==> config.mk <==
export PLATFORM = sky130hd
export DESIGN_NAME = mem_master
export DESIGN_NICKNAME = d
export VERILOG_FILES = /design/src/rtl/mem_master.sv
export SDC_FILE = /design/constraint.sdc
export NUM_CORES = 1
export LEC_CHECK = 0
export CELL_PAD_IN_SITES_DETAIL_PLACEMENT = 0
export CELL_PAD_IN_SITES_GLOBAL_PLACEMENT = 1
export CORE_AREA = 2 2 107 109
export DETAILED_ROUTE_END_ITERATION = 10
export DIE_AREA = 0 0 109 111
export GPL_TIMING_DRIVEN = 0
export PLACE_DENSITY = 0.71
export SYNTH_ARGS = -nofsm -noshare
export SYNTH_HDL_FRONTEND = slang
export SYNTH_SLANG_ARGS = --single-unit
==> constraint.sdc <==
create_clock -name clk -period 2.4 [get_ports clk]
set_input_delay 0.48 -clock clk [delete_from_list [all_inputs] [get_ports clk]]
set_output_delay 0.48 -clock clk [all_outputs]
set_load 0.01 [all_outputs]
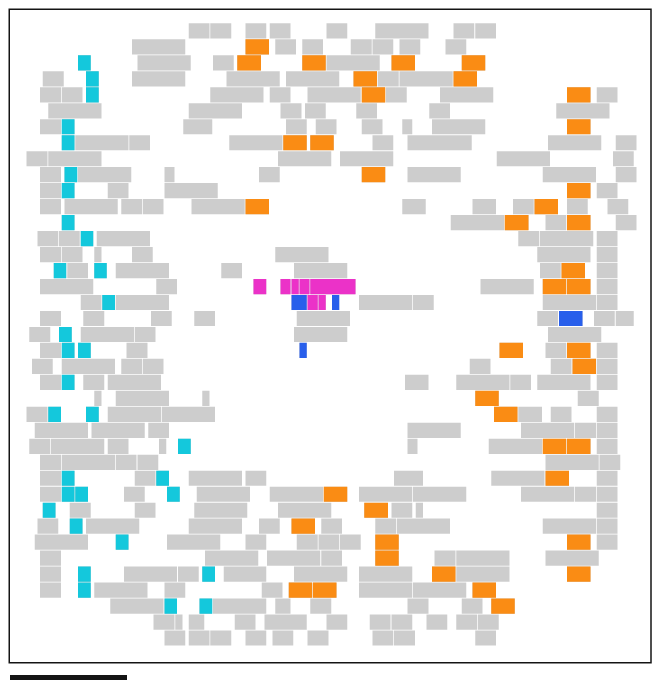
(images/logic_types.png)
Bar = 20 µm.
AND and OR gates -> cyan  # cells 32, where a column on the left
NAND gates -> blue  # cells 4, where middle
multiplexers -> orange  # cells 41
NOR gates -> magenta  # cells 7, where middle
Non-Filler Instances: 486
fraction of area in multi-input gates: 15.4%
most numerous logic cell after layout: clkdlybuf4s50_1

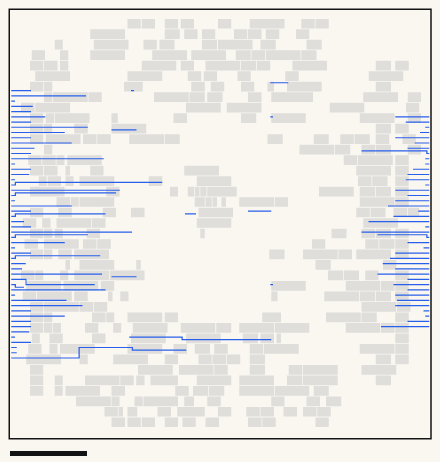
(images/layer_met3.png)
Bar = 20 µm.
wire length on this layer = 937 µm
longest straight run = 38.0 µm
share of all routed wire = 14%
WL final: 6530 µm
Vias: 1898
met3 Track Usage GR: 6.41%

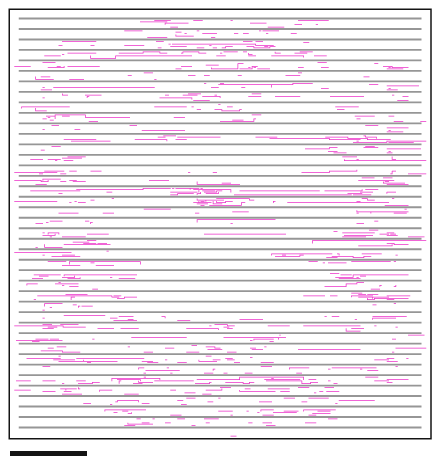
(images/layer_met1.png)
Bar = 20 µm. Supply wires on this layer in gray.
wire length on this layer = 2430 µm
longest straight run = 30.4 µm
met1 usage: 11.6%

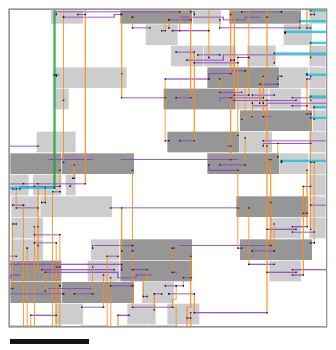
(images/detail.png)
Bar = 10 µm. Window x 62 to 102, y 8 to 48 µm. Cells in gray, sequential cells in the stronger gray; small squares are vias.
metal 4 -> green
metal 2 -> orange
metal 3 -> cyan
metal 1 -> purple
most frequent = clkdlybuf4s50_1 (19), dfrtp_1 (16), mux2_2 (13)
cells with their middle in the window = 55
sequential cells in the window = 16

==> impl_metrics.csv <==
group,metric,value,unit
outcome,status,"finished clean",
floorplan,dieArea,0.0121,mm²
sta,clock.fmax,470,MHz
sta,fin_worst_skew,0.00311,ns
clock_network,cts_setup_buffers,0,
final_layout,inv_count,2,
pwr,powerClk,1.36,mW
floorplan,coreArea,0.0111,mm²
worst_setup_path,worstSetupStartpointType,"input pin",
final_layout,n_fill_cell,1070,
synth,topCellsByArea,"dfrtp_1, mux2_2, and2_1, buf_6, nor4_4",
final_layout,fin_util,43.4,%
final_layout,areaGrowthSynthToFinish,73.9,%
synth,ys_sh_simple,10.0,%
synth,syn_area,0.00277,mm²
synth,synth_top_area_share,70.6,%
detailed_routing,drc,0,
final_layout,clkCellAreaFrac,6.27,%
detailed_routing,detail_route.first_pass.iterations,3,
sta,hold_viol_final,0,
final_layout,final_nets,415,
sta,slew_headroom,43.5,%
worst_setup_path,required,1.92,ns
grt,grt_util_met2,17.6,%
sta,worstMarginPinSlew,0.839,ns
worst_setup_path,reg2reg_slack,0.58,ns
hold_path,hold_path.class,"flip-flop to flip-flop",
synth,ys_async_sr_fraction,100,%
worst_setup_path,arrival,1.65,ns
sta,finalCritPeriodShare,88.6,%
clock_network,cts_made_buffers,9,
synth,common_cells,"dfrtp_1, mux2_2, and2_1",
floorplan,fp-utilization,25.0,%
clock_network,cts_tree,"done",
synth,ys_seq_share,70.6,%
synth,synth.most_common_cell,"dfrtp_1",
sta,whs,0.501,ns
grt,gr-total-overflow,0,
synth,top_logic_kind,"multiplexers",
synth,ys_cells,173,
worst_setup_path,path_buffers,2,
synth,edf_count,0,
synth,synthAoiAreaFrac,0,%
final_layout,diodes,0,
clock_network,hold_buffers,0,
worst_setup_path,cpPeakStageDelay,0.54,ns
worst_setup_path,cp.depth,3,
clock_network,clock_sinks,78,
final_layout,logic_area,742,µm²
synth,syn_nets,250,
run,drv_cap,0,
worst_setup_path,endpoint_kind,"primary output",
pwr,finalPower,5.03,mW
final_layout,n_clock_buffer,12,
sta,drv_slew,0,
Power and IR drop assume default switching activity.
